## config.mk

```make
export PLATFORM = sky130hd
export DESIGN_NAME = fp_mul_pipe
export DESIGN_NICKNAME = d
export VERILOG_FILES = /design/src/rtl/fp_pkg.sv /design/src/rtl/fp_round_pack.sv /design/src/rtl/fp_mul_pipe.sv
export SDC_FILE = /design/constraint.sdc
export NUM_CORES = 2
export LEC_CHECK = 0
export CORE_ASPECT_RATIO = 0.75
export CORE_MARGIN = 10
export CORE_UTILIZATION = 40
export DETAILED_ROUTE_END_ITERATION = 8
export MAX_ROUTING_LAYER = met4
export RECOVER_POWER = 50
export SLEW_MARGIN = 20
export SYNTH_ARGS = -nofsm -noshare
export SYNTH_HDL_FRONTEND = slang
export SYNTH_HIERARCHICAL = 1
export SYNTH_SLANG_ARGS = --single-unit
```

## constraint.sdc

```tcl
create_clock -name clk -period 7.44 [get_ports clk]
set_input_delay 0.744 -clock clk [delete_from_list [all_inputs] [get_ports clk]]
set_output_delay 0.744 -clock clk [all_outputs]
set_load 0.01 [all_outputs]
```

## src/rtl/fp_pkg.sv

```systemverilog
// fp_pkg: shared floating-point types and helpers for the FPU datapath blocks
package fp_pkg;

    typedef enum logic [1:0] {FP_ZERO, FP_NORM, FP_INF, FP_NAN} fp_class_t;

    typedef struct packed {
        logic invalid;
        logic overflow;
        logic underflow;
        logic inexact;
    } fp_flags_t;

    function automatic int bias(int exp_w);
        return (1 << (exp_w - 1)) - 1;
    endfunction

    // Canonical quiet NaN: sign 0, exponent all ones, only the fraction MSB set
    function automatic logic [63:0] qnan(int exp_w, int man_w);
        return (((64'd1 << exp_w) - 64'd1) << man_w) | (64'd1 << (man_w - 1));
    endfunction

    // Subnormals land in FP_ZERO because the datapath flushes them on input
    function automatic fp_class_t classify(logic exp_ones, logic exp_zero, logic frac_nz);
        return exp_ones ? (frac_nz ? FP_NAN : FP_INF) : exp_zero ? FP_ZERO : FP_NORM;
    endfunction

endpackage

```

## src/rtl/fp_round_pack.sv

```systemverilog
// fp_round_pack: normalise a raw mantissa product, round to nearest even, range-check and pack
module fp_round_pack
    import fp_pkg::*;
#(
    parameter int EXP_W = 8,
    parameter int MAN_W = 23
) (
    input  logic                   sign,
    input  logic signed [EXP_W+1:0] exp_in,
    input  logic [2*MAN_W+1:0]     prod,
    output logic [EXP_W+MAN_W:0]   res,
    output fp_flags_t              flags
);

    localparam int PW = 2 * MAN_W + 2;
    localparam logic signed [EXP_W+1:0] E_MAX = (EXP_W + 2)'((1 << EXP_W) - 1);

    logic                    hi;
    logic                    guard;
    logic                    sticky;
    logic                    carry;
    logic                    ovf;
    logic                    unf;
    logic [MAN_W-1:0]        frac;
    logic [MAN_W:0]          rounded;
    logic signed [EXP_W+1:0] e_fin;

    // Pick the kept window by the product MSB, round, and fold a rounding carry into the exponent
    always_comb begin
        hi      = prod[PW-1];
        frac    = hi ? prod[PW-2 -: MAN_W] : prod[PW-3 -: MAN_W];
        guard   = hi ? prod[MAN_W] : prod[MAN_W-1];
        sticky  = hi ? |prod[MAN_W-1:0] : |prod[MAN_W-2:0];
        rounded = {1'b0, frac} + (MAN_W + 1)'(guard & (sticky | frac[0]));
        carry   = rounded[MAN_W];
        e_fin   = exp_in + (EXP_W + 2)'(hi) + (EXP_W + 2)'(carry);
        ovf     = e_fin >= E_MAX;
        unf     = e_fin <= 0;
        res     = ovf ? {sign, {EXP_W{1'b1}}, {MAN_W{1'b0}}} :
                  unf ? {sign, {(EXP_W + MAN_W){1'b0}}} :
                        {sign, e_fin[EXP_W-1:0], rounded[MAN_W-1:0]};
        flags   = '{invalid: 1'b0, overflow: ovf, underflow: unf, inexact: ovf | unf | guard | sticky};
    end

endmodule

```

## src/rtl/fp_mul_pipe.sv

```systemverilog
// fp_mul_pipe: three-stage IEEE-754 multiplier with valid/ready flow control, RNE and flags
module fp_mul_pipe
    import fp_pkg::*;
#(
    parameter int EXP_W = 8,
    parameter int MAN_W = 23
) (
    input  logic                 clk,
    input  logic                 rst,
    input  logic                 in_valid,
    output logic                 in_ready,
    input  logic [EXP_W+MAN_W:0] a,
    input  logic [EXP_W+MAN_W:0] b,
    output logic                 out_valid,
    input  logic                 out_ready,
    output logic [EXP_W+MAN_W:0] op,
    output logic [3:0]           flags
);

    localparam int W  = 1 + EXP_W + MAN_W;
    localparam int PW = 2 * MAN_W + 2;
    localparam logic [W-1:0] QNAN = W'(qnan(EXP_W, MAN_W));
    localparam logic signed [EXP_W+1:0] BIAS = (EXP_W + 2)'(bias(EXP_W));

    logic advance;

    fp_class_t  ca;
    fp_class_t  cb;
    logic       sign0;
    logic       special0;
    logic       any_nan;
    logic       inf_zero;
    logic       any_inf;
    logic       snan;
    logic [W-1:0] spec_res0;
    fp_flags_t  spec_flags0;

    logic             v1;
    logic             s1;
    logic             sp1;
    logic [W-1:0]     sr1;
    fp_flags_t        sf1;
    logic [EXP_W-1:0] ea1;
    logic [EXP_W-1:0] eb1;
    logic [MAN_W-1:0] fa1;
    logic [MAN_W-1:0] fb1;

    logic                    v2;
    logic                    s2;
    logic                    sp2;
    logic [W-1:0]            sr2;
    fp_flags_t               sf2;
    logic signed [EXP_W+1:0] e2;
    logic [PW-1:0]           p2;

    logic [W-1:0] rp_res;
    fp_flags_t    rp_flags;

    // The whole pipe moves as one unit whenever the output slot is free or being drained
    assign advance  = !out_valid | out_ready;
    assign in_ready = advance;

    // Classify operands and resolve NaN/Inf/zero results so they can ride alongside the arithmetic
    always_comb begin
        ca          = classify(&a[W-2:MAN_W], a[W-2:MAN_W] == '0, |a[MAN_W-1:0]);
        cb          = classify(&b[W-2:MAN_W], b[W-2:MAN_W] == '0, |b[MAN_W-1:0]);
        sign0       = a[W-1] ^ b[W-1];
        any_nan     = ca == FP_NAN || cb == FP_NAN;
        inf_zero    = (ca == FP_INF && cb == FP_ZERO) || (ca == FP_ZERO && cb == FP_INF);
        any_inf     = ca == FP_INF || cb == FP_INF;
        snan        = (ca == FP_NAN && !a[MAN_W-1]) || (cb == FP_NAN && !b[MAN_W-1]);
        special0    = ca != FP_NORM || cb != FP_NORM;
        spec_res0   = (any_nan || inf_zero) ? QNAN :
                      any_inf ? {sign0, {EXP_W{1'b1}}, {MAN_W{1'b0}}} :
                                {sign0, {(W - 1){1'b0}}};
        spec_flags0 = '{invalid: any_nan ? snan : inf_zero, overflow: 1'b0, underflow: 1'b0, inexact: 1'b0};
    end

    fp_round_pack #(
        .EXP_W(EXP_W),
        .MAN_W(MAN_W)
    ) u_round_pack (
        .sign  (s2),
        .exp_in(e2),
        .prod  (p2),
        .res   (rp_res),
        .flags (rp_flags)
    );

    // Stage registers: S1 operands/special result, S2 product/exponent, S3 packed result and flags
    always_ff @(posedge clk) begin
        if (rst) begin
            v1        <= 1'b0;
            v2        <= 1'b0;
            out_valid <= 1'b0;
            op        <= '0;
            flags     <= '0;
        end else if (advance) begin
            v1        <= in_valid;
            s1        <= sign0;
            sp1       <= special0;
            sr1       <= spec_res0;
            sf1       <= spec_flags0;
            ea1       <= a[W-2:MAN_W];
            eb1       <= b[W-2:MAN_W];
            fa1       <= a[MAN_W-1:0];
            fb1       <= b[MAN_W-1:0];
            v2        <= v1;
            s2        <= s1;
            sp2       <= sp1;
            sr2       <= sr1;
            sf2       <= sf1;
            e2        <= {2'b00, ea1} + {2'b00, eb1} - BIAS;
            p2        <= PW'({1'b1, fa1}) * PW'({1'b1, fb1});
            out_valid <= v2;
            op        <= sp2 ? sr2 : rp_res;
            flags     <= sp2 ? sf2 : rp_flags;
        end
    end

endmodule

```

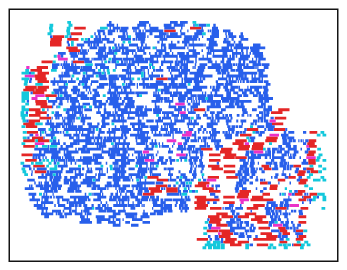
(images/cell_classes.png)
legend:
  all other logic:
    color: blue
    cells: 2411
    share_of_their_area: 74%
  clock drivers and dummy loads:
    color: magenta
    cells: 32
    share_of_their_area: 2.1%
  other buffers and delay cells:
    color: cyan
    cells: 222
    share_of_their_area: 7.1%
  flip-flops:
    color: red
    cells: 171
    share_of_their_area: 17%

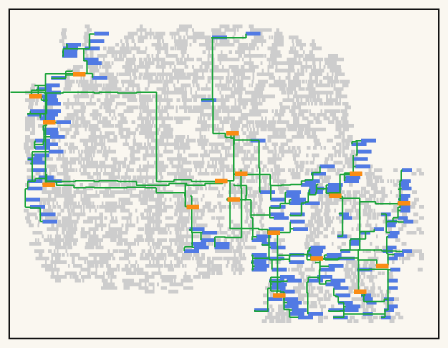
(images/clock_map.png)
legend:
  clock wires:
    color: green
    length: 2780 um
  flip-flops:
    color: blue
    count: 171
  cells driving clock nets:
    color: orange
    count: 17
flops lie: spread over the die
routed clock nets: 18
Latency at later pin: 490 ps

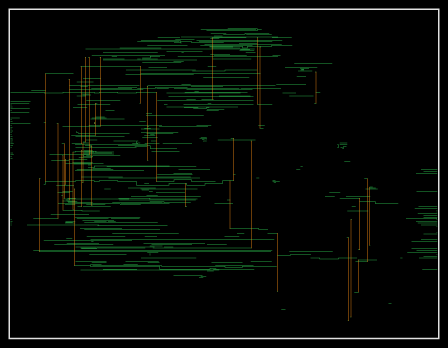
(images/metal_stack.png)
Two of the layers only.
legend:
  met4:
    color: orange
    wire_length: 1700 um
  met3:
    color: green
    wire_length: 8040 um

==> ci_impl_report.md <==
## Implementation flow summary

| Metric | Value |
|---|---|
| Status | `complete, but fails checks` |
| Failing checks | `capacitance limit, slew limit` |
| Final Slew Violations | `133` |
| Worst R2R Start | `fa1[12]$_DFFE_PP_` |
| Die Ht | `242 um` |
| Ant. Diodes | `2` |
| Netlist area before placement | `26300 um^2` |
| Layout Nets | `~3600` |
| Synthesis Warnings | `6` |
| WHS Path Cells | `0` |
| Average wire per standard cell | `20.0 um` |
| Hold-fix buffers, CTS | `0` |
| Buf+Inv Stages, Crit Path | `5` |
| Area-dominant class | `logic gates` |
| Synth flops | `171` |
| Final WS setup | `around 260 ps` |
| Critical path's most frequent cell | `fa_1` |
| Crit path kind | `reg -> reg` |
| Multi-In Gates | `1811` |
| Max-cap viol count | `1` |
| GR Util met3 | `under 10%` |
